### Clock nets, run 1

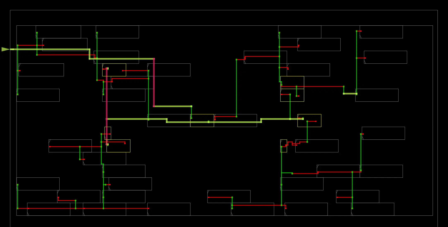
### Sequential cells grouped by signal name, run 1

Other sequential cells in the stronger gray, the rest of the logic in the fainter gray.
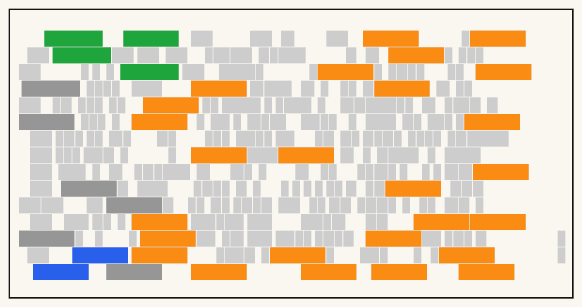
### Gate-type map, run 1

Bar = 20 µm.
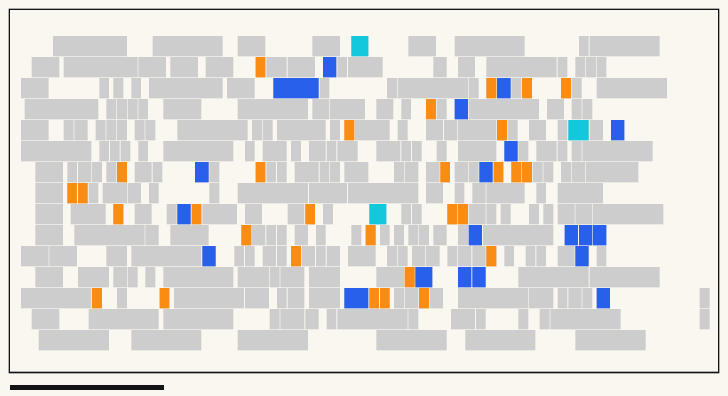
[config.mk]
export PLATFORM = sky130hd
export DESIGN_NAME = rotating_square_cw
export DESIGN_NICKNAME = d
export VERILOG_FILES = /design/src/rtl/rot_sq_pkg.sv /design/src/rtl/rot_tick_gen.sv /design/src/rtl/rotating_square_cw.sv
export SDC_FILE = /design/constraint.sdc
export NUM_CORES = 1
export LEC_CHECK = 0
export ABC_AREA = 1
export CAP_MARGIN = 20
export CORE_ASPECT_RATIO = 0.5
export CORE_UTILIZATION = 55
export DETAILED_ROUTE_END_ITERATION = 6
export HOLD_SLACK_MARGIN = 0.03
export PLACE_DENSITY = 0.77
export SYNTH_ARGS = -nofsm -noshare
export SYNTH_HDL_FRONTEND = slang
export SYNTH_SLANG_ARGS = --single-unit
[constraint.sdc]
create_clock -name clk -period 6.2 [get_ports clk]
set_clock_uncertainty 0.1 [all_clocks]
set_input_delay 0.62 -clock clk [delete_from_list [all_inputs] [get_ports clk]]
set_output_delay 0.62 -clock clk [all_outputs]
set_load 0.01 [all_outputs]
[src/rtl/rot_sq_pkg.sv]
// Shared constants and decode helpers for the clockwise square rotator.
// Segment vectors are {dp,g,f,e,d,c,b,a}, active low.
package rot_sq_pkg;

    localparam logic [7:0] TOP    = 8'b1001_1100;
    localparam logic [7:0] BOTTOM = 8'b1010_0011;
    localparam int         NPOS   = 8;

    // Top row walks left to right, bottom row walks back right to left.
    function automatic logic [3:0] pos_to_an(input logic [2:0] pos);
        logic [1:0] idx;
        idx = pos[2] ? (2'd3 - pos[1:0]) : pos[1:0];
        return ~(4'b1000 >> idx);
    endfunction

    function automatic logic [7:0] pos_to_sseg(input logic [2:0] pos);
        return pos[2] ? BOTTOM : TOP;
    endfunction

endpackage

[src/rtl/rot_tick_gen.sv]
// Step-rate prescaler; speed shifts the terminal count down.
// The >= compare makes a mid-count speed increase fire immediately.
module rot_tick_gen #(
    parameter int DIV_W = 26
) (
    input  logic       clk,
    input  logic       reset,
    input  logic       en,
    input  logic [1:0] speed,
    output logic       tick
);

    logic [DIV_W-1:0] cnt;
    logic [DIV_W-1:0] limit;

    assign limit = {DIV_W{1'b1}} >> speed;
    assign tick  = en && (cnt >= limit);

    always_ff @(posedge clk or posedge reset) begin
        if (reset) begin
            cnt <= '0;
        end else if (en) begin
            cnt <= tick ? '0 : cnt + 1'b1;
        end
    end

endmodule

[src/rtl/rotating_square_cw.sv]
// Clockwise square glyph rotator for the 4-digit seven-segment display.
// Free-runs from the prescaler or single-steps from step_btn while paused.
module rotating_square_cw
    import rot_sq_pkg::*;
#(
    parameter int DIV_W       = 26,
    parameter int SYNC_STAGES = 2
) (
    input  logic       clk,
    input  logic       reset,
    input  logic       en,
    input  logic [1:0] speed,
    input  logic       step_btn,
    output logic [3:0] an,
    output logic [7:0] sseg,
    output logic [2:0] pos,
    output logic       step_pulse
);

    logic [SYNC_STAGES-1:0] sync_q;
    logic                   prev_q;
    logic                   tick;
    logic                   step_req;
    logic                   adv;
    logic [2:0]             pos_q;
    logic [2:0]             pos_n;

    rot_tick_gen #(
        .DIV_W (DIV_W)
    ) u_tick (
        .clk   (clk),
        .reset (reset),
        .en    (en),
        .speed (speed),
        .tick  (tick)
    );

    always_ff @(posedge clk or posedge reset) begin
        if (reset) begin
            sync_q <= '0;
            prev_q <= 1'b0;
        end else begin
            sync_q <= {sync_q[SYNC_STAGES-2:0], step_btn};
            prev_q <= sync_q[SYNC_STAGES-1];
        end
    end

    // Edges seen while running are dropped, not queued.
    assign step_req = sync_q[SYNC_STAGES-1] & ~prev_q & ~en;
    assign adv      = tick | step_req;
    assign pos_n    = adv ? pos_q + 3'd1 : pos_q;

    always_ff @(posedge clk or posedge reset) begin
        if (reset) begin
            pos_q      <= '0;
            an         <= pos_to_an(3'd0);
            sseg       <= TOP;
            step_pulse <= 1'b0;
        end else begin
            pos_q      <= pos_n;
            an         <= pos_to_an(pos_n);
            sseg       <= pos_to_sseg(pos_n);
            step_pulse <= adv;
        end
    end

    assign pos = pos_q;

endmodule

==> run summary, run 1 <==
flow finished, numbers: status=completed, buffer share of cell area=under 10%, Cells after Synth=between 200 and 300, WP buf/inv=2, Top class by area=combinational gates, #MultiIn Comb=just over 200, met3 global-route usage=under 10%, number of non-clock inverters in the layout=30, Net Switching=0.000250 W, Post-Synthesis Cell Area=about 2200 µm², CTS tree=done, met2 WL=~1.9 mm, met1 Use GR=between 20% and 30%, TNS Setup=0 ns, syn_area_per_cell=approximately 7.9 µm², Gate Area=between 1000 and 1500 µm², Setup crit end kind=flip-flop, Slowest cell on crit path=clkdlybuf4s50_1, sw frac=about a third, postcts setup bufs=0, Yosys top cell by area=dfrtp_1, wire per inst=12.5 µm, Tmin final=about 2.8 ns, most instantiated logic cells after routing=70 x nand2_1, 36 x nor2_1, 34 x dfrtp_1, 28 x inv_1, 19 x clkdlybuf4s50_1, Core ar.=3640 µm², fin nets=a little over 300, htree depth=2, hold_buf cts=0, clock buffer depth=2, dpl cell area=~2400 µm², Filler cells=298, CTS resizes=0, count of library flops with an enable pin=0, R2R cell count=10, Critical Path RT=about 6.3 ns, Async SR Flop Fraction=100%, Highest Signal Layer=met4, HP Start=sync_q[0]$_DFF_PP0_, YS warnings=0, Die Ht=between 40 and 50 µm, maxcap violations=0, worst r2r src=u_tick.cnt[24]$_DFFE_PP0P_, register share of total power=between 40 and 50%, Antenna diodes=0, final setup violation count=0, Critical Path, Cell by Cell=clkdlybuf4s50_1 -> or2_2 -> ha_1 -> nand4_1 -> nor2_1 -> nand2_2 -> a21oi_4 -> inv_2 -> nand4_1 -> o21ai_0, grt total ovfl=0, Area Overhead vs Synth=12.8%, die footprint=around 4300 µm², cell leakage power=about 1.2 nW, Most Used Layer, Global Route=met2, P_comb=approximately 0.00025 W, Rows=15, CP Depth=10, layout cells sized above 1=between 10% and 20%, Final Slew Violations=0, Metal-1 WL=2.16 mm, post-route setup slack=about 3.4 ns, via count=around 1900, WS Path Type=input pin to flip-flop, sequential power=around 0.00034 W, Worst Setup EP=u_tick.cnt[25]$_DFFE_PP0P_, WHS Endpoint=sync_q[1]$_DFF_PP0_, Power Dens Cells=304 nW/µm², startpoint types=input pin, Met3 Routed Length=around 260 µm
Notes on 'Clock nets' above:
Insertion Delay late pin: 0.28 ns
Clock Sinks: 38

Notes on 'Sequential cells grouped by signal name' above:
Key: sync_q = blue [flops 2]; an = green [flops 4, where upper left]; u_tick.cnt = orange [flops 26]
Another 6 sequential cells are not colored.
Util after Layout: 68.5%
Seq area share: 38.3%
Sequential cell area: 956 µm²

Notes on 'Gate-type map' above:
Key: inv cells = orange [cells 30, most used inv_1]; and/or cells = cyan [cells 3]; aoi and oai cells = blue [cells 20, most used o21ai_0]
Layout Cells excl Fill: 349
most numerous logic cell after layout: nand2_1
logic share of the area: 43.1%

-- run 1: metrics by stage --
step                      utilization, %  hold slack [ns]  power, W
final                               68.5            0.251  0.000758
after global routing                68.5            0.260  0.000804
after CTS                           68.5            0.253  0.000764
after detailed placement            66.0            0.237  0.000590
after global placement              66.0            0.233  0.000583
after floorplan                        -            0.231  0.000502
-- run 1: logic make-up (layout without fill, tap and decap cells) --
family / Yosys count / after routing / share of synthesized area (%)
flip-flops: 38 / 38 / 43.2
AND-OR/OR-AND: 21 / 21 / 5.60
adder cells (fa/ha/maj): 5 / 5 / 2.83
AND/OR/NAND/NOR: 164 / 164 / 35.8
XOR/XNOR: 10 / 10 / 3.96
other: 2 / 2 / 0.340
buffers and inverters: 39 / 58 / 8.21
### Pin placement, run 1

Pins as bars across the die edge, other pins in gray.
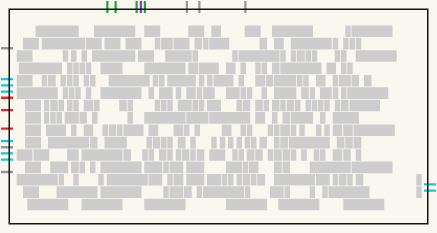

## Run 2: what changed since run 1
--- a/config.mk
+++ b/config.mk
@@ -8,10 +8,10 @@
 export ABC_AREA = 1
 export CAP_MARGIN = 20
 export CORE_ASPECT_RATIO = 0.5
-export CORE_UTILIZATION = 55
+export CORE_UTILIZATION = 51
 export DETAILED_ROUTE_END_ITERATION = 6
 export HOLD_SLACK_MARGIN = 0.03
-export PLACE_DENSITY = 0.77
+export PLACE_DENSITY = 0.75
 export SYNTH_ARGS = -nofsm -noshare
 export SYNTH_HDL_FRONTEND = slang
 export SYNTH_SLANG_ARGS = --single-unit
==> constraint.sdc (replaced) <==
create_clock -name clk -period 2.29 [get_ports clk]
set_clock_uncertainty 0.1 [all_clocks]
set_input_delay 0.229 -clock clk [delete_from_list [all_inputs] [get_ports clk]]
set_output_delay 0.229 -clock clk [all_outputs]
set_load 0.01 [all_outputs]
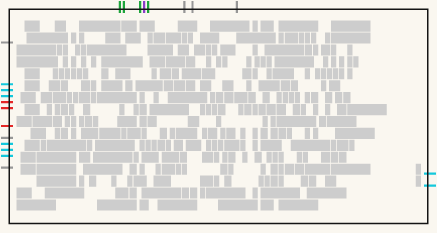
*Pin placement, run 2*
Pins as bars across the die edge, other pins in gray.
Key: pos = red [pins 3, direction output, edge left]; an = green [pins 4, direction output, edge top]; sseg = cyan [pins 8, direction output, edge 6 left, 2 right]; reset = purple [pins 1, direction input, edge top]
Die Ht: 48.6 µm
die extent in x: 95.1 µm
number of port buffers: 19

==> run 2 against run 1 <==
  * Setup slack worse by 3.3 ns
  * Critical path type unchanged
  * Core utilization down 3.8 points
  * Count of clock-buffer cells in the layout shrank 1
  * Die size rose by 7.6%
==> run summary, run 2 <==
flow finished, numbers: status=completed, cell leakage power=1.24 nW (+6.7%), P_comb=0.000720 W (+190%), Most Used Layer, Global Route=met2, Metal-1 WL=2.27 mm (+5.0%), startpoint types=input pin, Largest logic family=simple AND/OR/NAND/NOR gates, CTS resizes=0 (unchanged), HP Start=sync_q[0]$_DFF_PP0_, Antenna diodes=0 (unchanged), YS warnings=0 (unchanged), count of library flops with an enable pin=0 (unchanged), WP buf/inv=1 (-1), Clock Sinks=38 (unchanged), most numerous logic cell after layout=nand2_1, dpl cell area=2500 µm² (+3.9%), area fraction in mux cells=0% (unchanged), post-synthesis compound-gate area fraction=5.60% (unchanged), WS Path Type=input pin to flip-flop, met1 Use GR=30.5% (+1.6 points), postcts setup bufs=0 (unchanged), syn_area_per_cell=7.92 µm² (unchanged), fin nets=321 (+4.2%), most instantiated logic cells after routing=70 x nand2_1, 36 x nor2_1, 34 x dfrtp_1, 28 x inv_1, 18 x clkdlybuf4s50_1, die footprint=4620 µm² (+7.6%), grt total ovfl=0 (unchanged), Highest Signal Layer=met4, Yosys top cell by area=dfrtp_1, maxcap violations=0 (unchanged), Power Dens Cells=815 nW/µm² (+170%), Insertion Delay late pin=0.29 ns (about the same), Worst Setup EP=an[3]$_DFF_PP0_, Adder-Cell Fraction of Synth Area=2.83% (unchanged), CTS tree=done, sw frac=33.2% (+0.29 points), Critical Path, Cell by Cell=clkdlybuf4s50_1 -> or2_2 -> ha_1 -> nand4_1 -> nor2_1 -> nand2_2 -> nand3_4 -> nand3_1 -> nand2_2 -> nand2_1 -> nand2_1 -> nand2_1, Cells after Synth=279 (unchanged), worst r2r src=u_tick.cnt[24]$_DFFE_PP0P_, Async SR Flop Fraction=100% (unchanged), Critical Path RT=2.36 ns (-3.89 ns), Post-Synthesis Cell Area=2210 µm² (unchanged), htree depth=2 (unchanged), XORs/XNORs by Area=3.96% (unchanged), Setup crit end kind=flip-flop
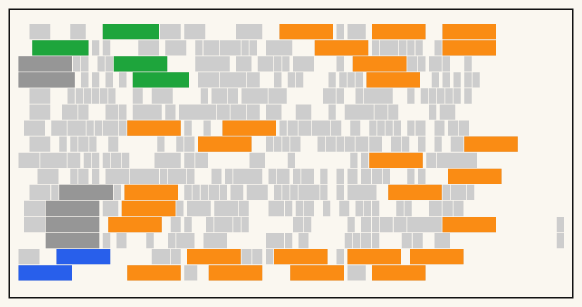
*Sequential cells grouped by signal name, run 2*
Other sequential cells in the stronger gray, the rest of the logic in the fainter gray.
Key: sync_q = blue [flops 2]; u_tick.cnt = orange [flops 26]; an = green [flops 4, where upper left]
Another 6 sequential cells are not colored.
sequential power: 0.000925 W
Util after Layout: 64.6%
Seq area share: 36.7%

-- run 2: cell count changes in the layout (fill, tap and decap cells not counted), sizes merged --
cell,change
buf,+12
nand3,+1
clkbuf,-1
clkinv,+1
clkdlybuf4s50,-1
dlymetal6s2s,+1
-- run 2: layout make-up --
type / count / area (µm²)
clock buffer: 7 / 86.3
clock inverter: 1 / 5.00
fill: 335 / 1420
inverter: 30 / 113
multi-input combinational: 203 / 1080
sequential: 38 / 956
tap: 54 / 67.6
timing repair buffer: 32 / 290
-- run 2: stage by stage --
step | utilization (%) | std cells
after global routing | 64.6 | 365
after global placement | 62.1 | 356
after floorplan | - | 279
after CTS | 64.3 | 364
after detailed placement | 62.1 | 356
final | 64.6 | 365
### Wiring by layer, run 2

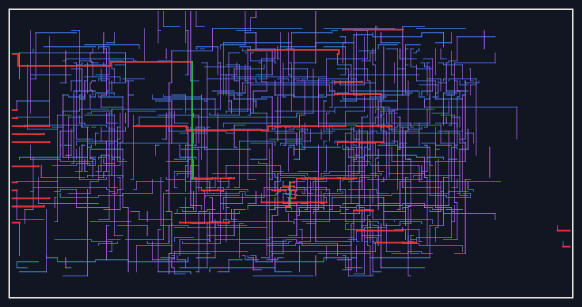

## Run 3: what changed since run 2
--- a/config.mk
+++ b/config.mk
@@ -9,6 +9,7 @@
 export CAP_MARGIN = 20
 export CORE_ASPECT_RATIO = 0.5
 export CORE_UTILIZATION = 51
+export CTS_BUF_LIST = sky130_fd_sc_hd__clkbuf_4 sky130_fd_sc_hd__clkbuf_8 sky130_fd_sc_hd__clkbuf_16
 export DETAILED_ROUTE_END_ITERATION = 6
 export HOLD_SLACK_MARGIN = 0.03
 export PLACE_DENSITY = 0.75
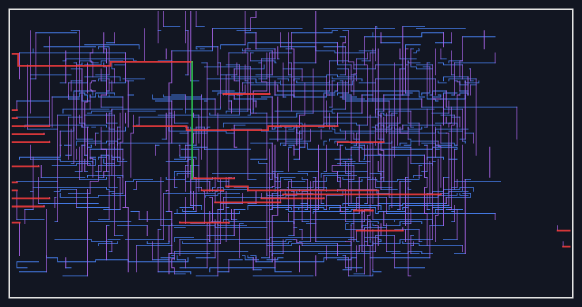
*Wiring by layer, run 3*
Key: metal 1 = blue [wire length 2270 µm]; metal 4 = green [wire length 19.7 µm]; metal 3 = red [wire length 230 µm]; metal 2 = purple [wire length 2030 µm]
final wirelength: 4.54 mm
GRT Util Overall: 22.2%
wire per inst: 12.4 µm
via count: 1875

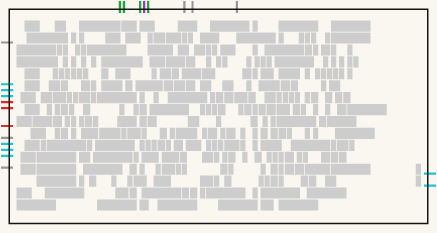
*Pin placement, run 3*
Pins as bars across the die edge, other pins in gray.
Key: sseg = cyan [pins 8, direction output, edge 6 left, 2 right]; pos = red [pins 3, direction output, edge left]; reset = purple [pins 1, direction input, edge top]; an = green [pins 4, direction output, edge top]
All pins by edge: 12 left, 8 top, 2 right.

==> run 3 against run 2 <==
  * Final area increased by 0.14%
  * Synthesized cell count unchanged
  * Wire length decreased by 0.83%
  * Largest cell class unchanged
==> run summary, run 3 <==
flow finished, numbers: postcts setup bufs=0 (unchanged), Setup crit end kind=flip-flop, logic share of the area=41.6% (-0.060 points), Seq area share=36.7% (-0.053 points), Power Dens Cells=819 nW/µm² (+0.39%), Layout Cells excl Fill=365 (unchanged), Final period util=around 93%, reg2reg end=an[3]$_DFF_PP0_, Pint=around 0.0014 W, antenna violations before repair=0, R2R cell count=11, Die Ht=48.6 µm (unchanged), HPWL after DPL=between 3 and 4 mm, io pins=22, Insertion Delay late pin=0.29 ns (about the same), Yosys top cell by area=dfrtp_1, Rows=16, Clock Sinks=38 (unchanged), Final Slew Violations=0, fin nets=321 (unchanged), cell count in the Yosys report=about 280, most numerous logic cell after layout=nand2_1, clock buffer count=7 (unchanged), Core ar.=4020 µm², P_comb=0.000721 W (about the same), Critical Path, Cell by Cell=clkdlybuf4s50_1 -> or2_2 -> ha_1 -> nand4_1 -> nor2_1 -> nand2_2 -> nand3_4 -> nand3_1 -> nand2_2 -> nand2_1 -> nand2_1 -> nand2_1, die footprint=4620 µm² (unchanged), number of non-clock inverters in the layout=30 (unchanged), Filler cells=333 (-0.60%), most instantiated logic cells after routing=70 x nand2_1, 36 x nor2_1, 34 x dfrtp_1, 28 x inv_1, 18 x clkdlybuf4s50_1, htree depth=2 (unchanged), count of library flops with an enable pin=0 (unchanged), Post-Synthesis Cell Area=2210 µm² (unchanged), top flop regs=u_tick.cnt: 26 flops, an: 4 flops, Top class by area=combinational gates, syn_area_per_cell=7.92 µm² (unchanged), Clock group=0.000486 W, Critical Path RT=2.36 ns (about the same), Util after Layout=64.7% (+0.093 points), Inst Count DP=356 (unchanged), number of port buffers=19 (unchanged), DP Worst Slack=-0.150 ns, WS Path Type=input pin to flip-flop, dpl cell area=2500 µm² (unchanged), Area Overhead vs Synth=17.8%, Sequential cell area=956 µm² (unchanged), status=completed, peak supply drop=just over 0.6 mV, register share of total power=43.4%, WP buf/inv=1 (unchanged), registers=38 (unchanged), #MultiIn Comb=203 (unchanged), CTS tree=done, worst r2r src=u_tick.cnt[24]$_DFFE_PP0P_, tap cell count=54 (unchanged), die extent in x=95.1 µm (unchanged), clock root buffer=clkbuf_8, bufs w/o clock=32 (unchanged), Worst Setup EP=an[3]$_DFF_PP0_, buffer share of cell area=11.1% (-0.016 points), Final Cell Area=2610 µm², Async SR Flop Fraction=100% (unchanged), HP Start=sync_q[0]$_DFF_PP0_, crit path launch=speed[0], Remaining DRCs=0, startpoint types=input pin, Antenna diodes=0 (unchanged), Highest Clock Rate=472 MHz, number of flip-flops in the largest register=26, sequential power=0.000925 W (about the same), Synth Register Bits=38, CP Depth=12, Mapped Nets=roughly 290, sw frac=33.0% (-0.20 points), Clock transition at path regs=roughly 0.070 ns, crit-path max FO=5, Gate Area=1080 µm² (unchanged), Cells after Synth=279 (unchanged), vias per inst=~5.1, grt total ovfl=0 (unchanged), cell leakage power=1.25 nW (+0.28%), clock-cell share of area=3.65% (+0.14 points), YS warnings=0 (unchanged), maxcap violations=0 (unchanged)
==> run 3: kinds of logic after synthesis <==
group,share of synthesized area [%]
AND/OR/NAND/NOR,35.8
buffers and inverters,8.21
adder cells (fa/ha/maj),2.83
other,0.340
flip-flops,43.2
XOR/XNOR,3.96
AND-OR/OR-AND,5.60
==> run 3: per-stage QoR <==
stage               setup TNS [ns]  total power [W]
floorplan                        0          0.00136
global placement            -0.176          0.00164
detailed placement           -1.18          0.00165
CTS                              0          0.00214
global route                     0          0.00227
finish                           0          0.00213
==> run 3: layer usage <==
layer,routed length (µm),GRT usage (%),vias up
li1,-,-,951
met1,2270,31.0,884
met2,2030,34.4,38
met3,230,6.60,2
met4,19,4.04,0
met5,0,0,-
==> run 3: repair_timing <==
action,4_1_cts,5_1_grt
hold buffers,0,0
resized,0,1
endpoints found under the setup margin,0,2
Power is estimated from default activity; no workload was simulated.
